==> src/rtl/uart_tx_fifo.sv <==
// Byte FIFO ahead of the UART transmitter. Optional sticky overflow flag
// is built only when UART_TX_FIFO_OVF_EN is defined.
module uart_tx_fifo #(
   parameter int unsigned DEPTH   = 16,
   parameter int unsigned LEVEL_W = $clog2(DEPTH + 1)
) (
   input  logic               i_clk,
   input  logic               i_rst_n,
   input  logic [7:0]         i_in_data,
   input  logic               i_in_valid,
   output logic               o_in_ready,
   input  logic               i_flush,
   output logic [7:0]         o_tx_data,
   output logic               o_tx_valid,
   input  logic               i_tx_ready,
   output logic [LEVEL_W-1:0] o_level,
   output logic               o_overflow,
   input  logic               i_ovf_clr
);

   localparam int unsigned PTR_W = $clog2(DEPTH);

   logic [7:0]         r_mem [DEPTH];
   logic [PTR_W-1:0]   r_wr_ptr;
   logic [PTR_W-1:0]   r_rd_ptr;
   logic [LEVEL_W-1:0] r_level;

   logic               w_full;
   logic               w_empty;
   logic               w_push;
   logic               w_pop;
   logic [PTR_W-1:0]   w_wr_ptr_nxt;
   logic [PTR_W-1:0]   w_rd_ptr_nxt;
   logic [LEVEL_W-1:0] w_level_nxt;

   assign w_full  = (r_level == LEVEL_W'(DEPTH));
   assign w_empty = (r_level == '0);
   assign w_push  = i_in_valid & ~w_full;
   assign w_pop   = ~w_empty & i_tx_ready;

   assign o_in_ready = ~w_full;
   assign o_tx_valid = ~w_empty;
   assign o_tx_data  = w_empty ? 8'h00 : r_mem[r_rd_ptr];
   assign o_level    = r_level;

   always_comb begin
      w_wr_ptr_nxt = r_wr_ptr;
      w_rd_ptr_nxt = r_rd_ptr;
      w_level_nxt  = r_level;
      if (i_flush) begin
         // Flush wins over any push or pop in the same cycle.
         w_wr_ptr_nxt = '0;
         w_rd_ptr_nxt = '0;
         w_level_nxt  = '0;
      end else begin
         if (w_push) w_wr_ptr_nxt = r_wr_ptr + PTR_W'(1);
         if (w_pop)  w_rd_ptr_nxt = r_rd_ptr + PTR_W'(1);
         unique case ({w_push, w_pop})
            2'b10:   w_level_nxt = r_level + LEVEL_W'(1);
            2'b01:   w_level_nxt = r_level - LEVEL_W'(1);
            default: w_level_nxt = r_level;
         endcase
      end
   end

   always_ff @(posedge i_clk or negedge i_rst_n) begin
      if (!i_rst_n) begin
         r_wr_ptr <= '0;
         r_rd_ptr <= '0;
         r_level  <= '0;
      end else begin
         r_wr_ptr <= w_wr_ptr_nxt;
         r_rd_ptr <= w_rd_ptr_nxt;
         r_level  <= w_level_nxt;
      end
   end

   // Storage is deliberately left unreset; occupancy gates every read.
   always_ff @(posedge i_clk) begin
      if (w_push && !i_flush) begin
         r_mem[r_wr_ptr] <= i_in_data;
      end
   end

`ifdef UART_TX_FIFO_OVF_EN
   logic r_overflow;
   logic w_overflow_nxt;

   always_comb begin
      w_overflow_nxt = r_overflow;
      if (i_in_valid && w_full) begin
         w_overflow_nxt = 1'b1;
      end else if (i_ovf_clr) begin
         w_overflow_nxt = 1'b0;
      end
   end

   always_ff @(posedge i_clk or negedge i_rst_n) begin
      if (!i_rst_n) begin
         r_overflow <= 1'b0;
      end else begin
         r_overflow <= w_overflow_nxt;
      end
   end

   assign o_overflow = r_overflow;
`else
   logic w_unused_ovf_clr;
   assign w_unused_ovf_clr = i_ovf_clr;
   assign o_overflow       = 1'b0;
`endif

endmodule

==> config.mk <==
export PLATFORM = sky130hd
export DESIGN_NAME = uart_tx_fifo
export DESIGN_NICKNAME = d
export VERILOG_FILES = /design/src/rtl/uart_tx_fifo.sv
export SDC_FILE = /design/constraint.sdc
export NUM_CORES = 1
export LEC_CHECK = 0
export CORE_UTILIZATION = 40
export DETAILED_ROUTE_END_ITERATION = 10
export SLEW_MARGIN = 25
export SYNTH_ARGS = -nofsm -noshare
export SYNTH_HDL_FRONTEND = slang
export SYNTH_SLANG_ARGS = --single-unit
==> constraint.sdc <==
create_clock -name i_clk -period 7.3 [get_ports i_clk]
set_input_delay 0.73 -clock i_clk [delete_from_list [all_inputs] [get_ports i_clk]]
set_output_delay 0.73 -clock i_clk [all_outputs]
set_load 0.1 [all_outputs]
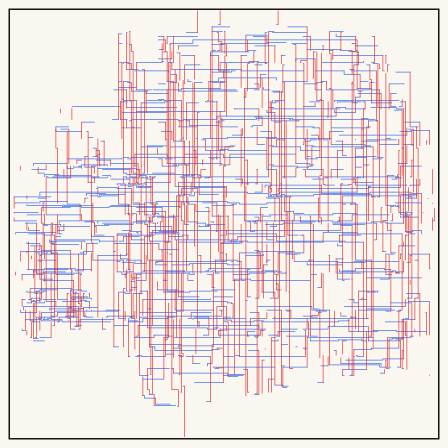
layers.png
Two of the layers only.
layer	colour	wire length
M1	blue	4730 um
M2	red	5480 um
post-detailed-routing wire length: 10800 um
all-layer global routing usage: 16.3%

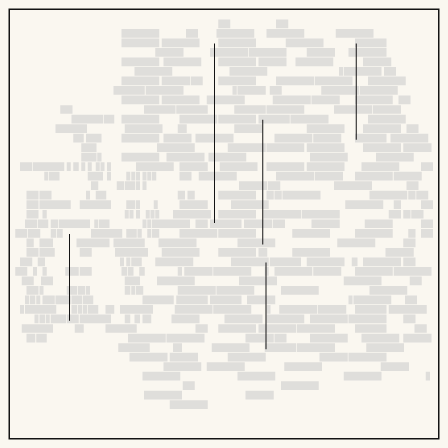
m4.png
nets with wire on the layer	3
main direction	vertical
longest straight run	51.0 um
wire length on this layer	163 um
via count: 2818

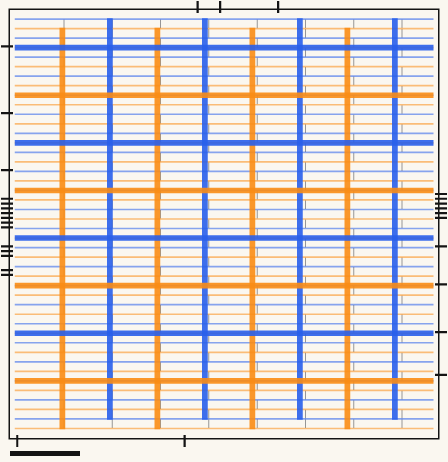
floorplan.png
Scale bar: 20 um. Pins as bars on the die edge. Tap cells in grey.
net	colour
VDD	blue
VSS	orange
met4 straps	8
met5 straps	8
rows	43
met1 rails	44

==> results.txt <==
Synthesis and place-and-route results.

- Setup repair after global routing left no endpoint under its margin.
- The endpoint with the worst hold slack is r_rd_ptr[2].
- The clock network burns 30.3% of the power.
- Counting flops and latches in the post-synthesis netlist gives 141.
- The number of buffers created by CTS is 17.
- The largest individual stage delay along the critical path comes from the cell sky130_fd_sc_hd__clkdlybuf4s50_1.
- After clock tree synthesis, the setup repair step added 0 buffers.
- In this run the static leakage power is 2.14 nW.
- The clock network power is 0.000805 W.
- In this run the biggest area consumer among cell types represents 66.4% of the synthesized area.
- The signal on the critical path passes through buf_4 > mux4_2 > mux2i_1 > o22ai_1 > clkdlybuf4s50_1.
- The area taken by multi-input combinational cells is reported as 0.00153 sq mm.
- The post-route cell area is 0.00678 sq mm.
- The setup TNS is 0 ns.
- The category of the worst setup path capture point is a primary output.
- The most critical min-delay path falls under flip-flop to flip-flop.
- The via density per instance is 5.27.
- Per the CTS log, the buffer count on the longest clock path is 2.
- The fraction of layout instances using a drive strength above 1 is 19.4%.
- The delay of the slowest cell on the worst path is 1.00 ns.
- The count of endpoints failing hold in the final timing report is 0.
- The share of the cycle needed by the critical path after routing is 57.8%.
- The transition time of the tightest slew-check pin is 1.01 ns.
- The run finished with clean final reports.
- The total net switching power is 0.000953 W.
- The internal power of the cells totals 0.00170 W.
- For this run, the top clock speed supported by timing is 0.237 GHz.
- The combinational power share is 33.7%.
- The worst setup path is launched from a flip-flop.
- The number of rows in the core area is 43.
- The largest part of the power goes to registers.
- Compared with the post-synthesis result, the final layout area differs by 17.2%.
- The mean post-synth cell area is 18.6 sq um.
- Summing over the stages, the warning tally comes to 30.
- By area the synthesized netlist is led by sky130_fd_sc_hd__edfxtp_1 (66%), sky130_fd_sc_hd__mux4_2 (12%), sky130_fd_sc_hd__dfrtp_1 (5.6%).
- The top-level port count is 30.
- The path depth of the worst reg2reg path is 9.
- The number of DRC violations after detailed-routing iteration 0 is 253.
- In this run the remaining antenna-violating nets after routing total 0.
- In the Yosys report, the sequential cells make up 72.1% of the chip area.
- The vertical die dimension reported for this design is 122 um.
- On the final layout, the worst clock skew is 0.00838 ns.
- The number of different library cells used by synthesis comes to 34.
- The number of global-route vias before repair came to 2974.
- The top fanout value on the critical path is 24.
- Per the CTS log, the root buffer master is sky130_fd_sc_hd__clkbuf_16.
- The area of the synthesized netlist per yosys stat is 0.00579 sq mm.
- The part of the power in registers is 36.0%.
- STA reports a reg2reg setup slack of 4.24 ns.
- After global routing the overflow that remains totals 0.
- Power comes to 0.00265 W.
- The required time of the worst setup path is 6.57 ns.
- Along the critical path, the tally of buffer and inverter instances is 2.
- The final-report max-slew violation count is 0.
- The total iterations of the first detailed-routing run is 4.
- The synthesis log from Yosys contains 0 warnings.
- The number of antenna violations at the first check in global routing is 0.
- Entering global routing, the biggest net connects 30 pins.
- The clock-pin slew on the worst setup and hold paths is 0.06 ns.
- 0 antenna diodes ended up in the layout.
- The worst setup path is of the flip-flop to primary output kind.
- The proportion of total power due to net switching is 35.9%.
- The area of the die is 0.0149 sq mm.
- For the worst-skew pair, the clock arrives at the later sink with an insertion delay of 0.41 ns.
- After synthesis, the design contains 311 cells according to Yosys.
- The remaining max-slew budget at the tightest pin is 32.3%.
- Excluding fillers, the count of instances in the completed layout stands at 535.
- For this run, the final setup violation count is recorded as 0.
- Summed over all sequential cells, the power is 0.000955 W.
- The dominant logic cell type in the layout is sky130_fd_sc_hd__edfxtp_1.
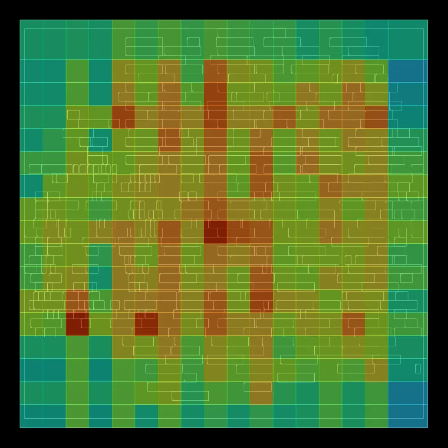
congestion_map.png
global-route met3 utilization: 4.65%
final core utilization: 48.5%
average detailed-routed wire length per instance: 20.1 um
GR Layer Usage met2: 27.0%
layer with the highest usage after global routing: met2

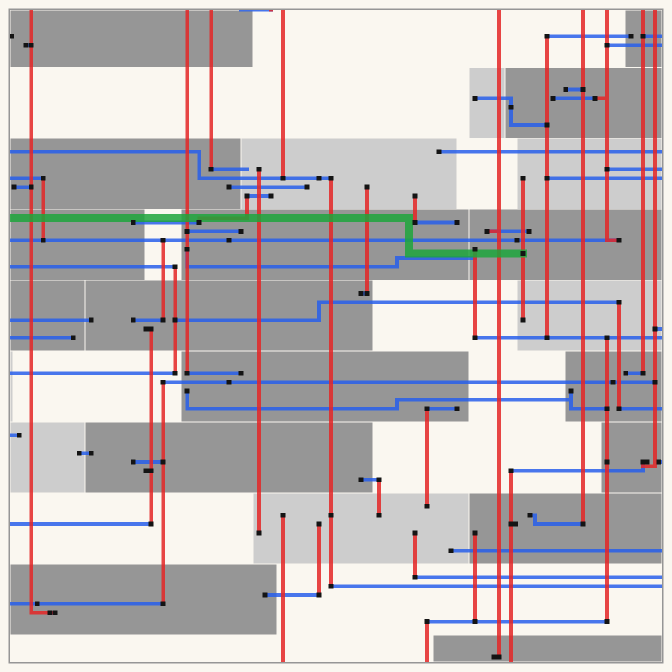
closeup.png
Window x 79 to 104, y 18 to 43 um. Cells in grey, sequential cells in the stronger grey; small squares are vias.
layer	colour
M1	blue
M2	red
M3	green
cells with their middle in the window	15
most frequent	edfxtp_1 (10), mux4_2 (2), clkbuf_16 (2)
netlist names of flops here include	r_mem (10)
sequential cells in the window	10

-- cells by family (layout without fill, tap and decap cells) --
kind of cell             count (synthesis)  count (layout)  synth area share (%)
buffers and inverters                   21              65                  1.58
AND-OR/OR-AND                           22              22                  2.73
flip-flops                             141             141                  72.1
multiplexers                            52              52                  15.9
adder cells (fa/ha/maj)                  7               7                  1.51
other                                    1               1                0.0648
AND/OR/NAND/NOR                         58              58                  4.78
XOR/XNOR                                 9               9                  1.36
-- final cells by class --
type | instances | area share, %
clock buffer | 18 | 6.33
inverter | 5 | 0.277
clock inverter | 13 | 1.83
timing repair buffer | 29 | 4.21
multi-input combinational | 149 | 22.5
tap | 180 | 3.32
sequential | 141 | 61.5
-- synthesized netlist by cell type --
library cell and n:
sky130_fd_sc_hd__and2_1 1, sky130_fd_sc_hd__buf_1 1, sky130_fd_sc_hd__xnor2_1 3, sky130_fd_sc_hd__dfrtp_1 13, sky130_fd_sc_hd__nand2b_1 3, sky130_fd_sc_hd__o21ai_0 3
sky130_fd_sc_hd__nor2_1 29, sky130_fd_sc_hd__nand2_1 12, sky130_fd_sc_hd__a21boi_2 1, sky130_fd_sc_hd__nand3_1 3, sky130_fd_sc_hd__buf_4 1, sky130_fd_sc_hd__o21a_1 1
sky130_fd_sc_hd__or3_2 1, sky130_fd_sc_hd__edfxtp_1 128, sky130_fd_sc_hd__xor2_1 6, sky130_fd_sc_hd__conb_1 1, sky130_fd_sc_hd__clkbuf_1 7, sky130_fd_sc_hd__or4_4 1
sky130_fd_sc_hd__o22ai_1 8, sky130_fd_sc_hd__o221ai_4 1, sky130_fd_sc_hd__inv_1 5, sky130_fd_sc_hd__mux2i_1 20, sky130_fd_sc_hd__a21oi_1 6, sky130_fd_sc_hd__nor4_2 1
sky130_fd_sc_hd__or3_1 3, sky130_fd_sc_hd__a31o_2 1, sky130_fd_sc_hd__nand4_1 1, sky130_fd_sc_hd__a32oi_1 1, sky130_fd_sc_hd__buf_2 7, sky130_fd_sc_hd__nand3_2 1
sky130_fd_sc_hd__nand3b_1 1, sky130_fd_sc_hd__ha_1 7, sky130_fd_sc_hd__or3b_2 1, sky130_fd_sc_hd__mux4_2 32
-- registers in the layout, indices dropped and copies added, names as in the netlist --
name      cells
r_mem       128
o_level       5
r_rd_ptr      4
r_wr_ptr      4
-- layer usage --
metal  vias up  GRT usage [%]  wire length, um
li1       1293              -                -
met1      1451           20.3             4730
met2        61           27.0             5480
met3        13           4.65              395
met4         0           6.02              162
met5         -              0                0
-- worst max-delay path by stage --
stage	start	endpoint	slack, ns	depth (start not counted)
after floorplan	o_level[2]	o_tx_data[6]	2.97	5
final	r_rd_ptr[0]	o_tx_data[7]	3.08	5
after global placement	r_rd_ptr[0]	o_tx_data[6]	3.47	5
after detailed placement	r_rd_ptr[0]	o_tx_data[7]	3.44	5
after CTS	r_rd_ptr[0]	o_tx_data[7]	2.98	5
after global routing	r_rd_ptr[0]	o_tx_data[7]	2.85	5
-- stage by stage --
stage	setup slack [ns]	hold slack, ns
final	3.08	0.601
after global routing	2.85	0.633
after CTS	2.98	0.598
after detailed placement	3.44	0.580
after global placement	3.47	0.577
after floorplan	2.97	0.434
No activity file was given, so power comes from the tool's default toggle rates.
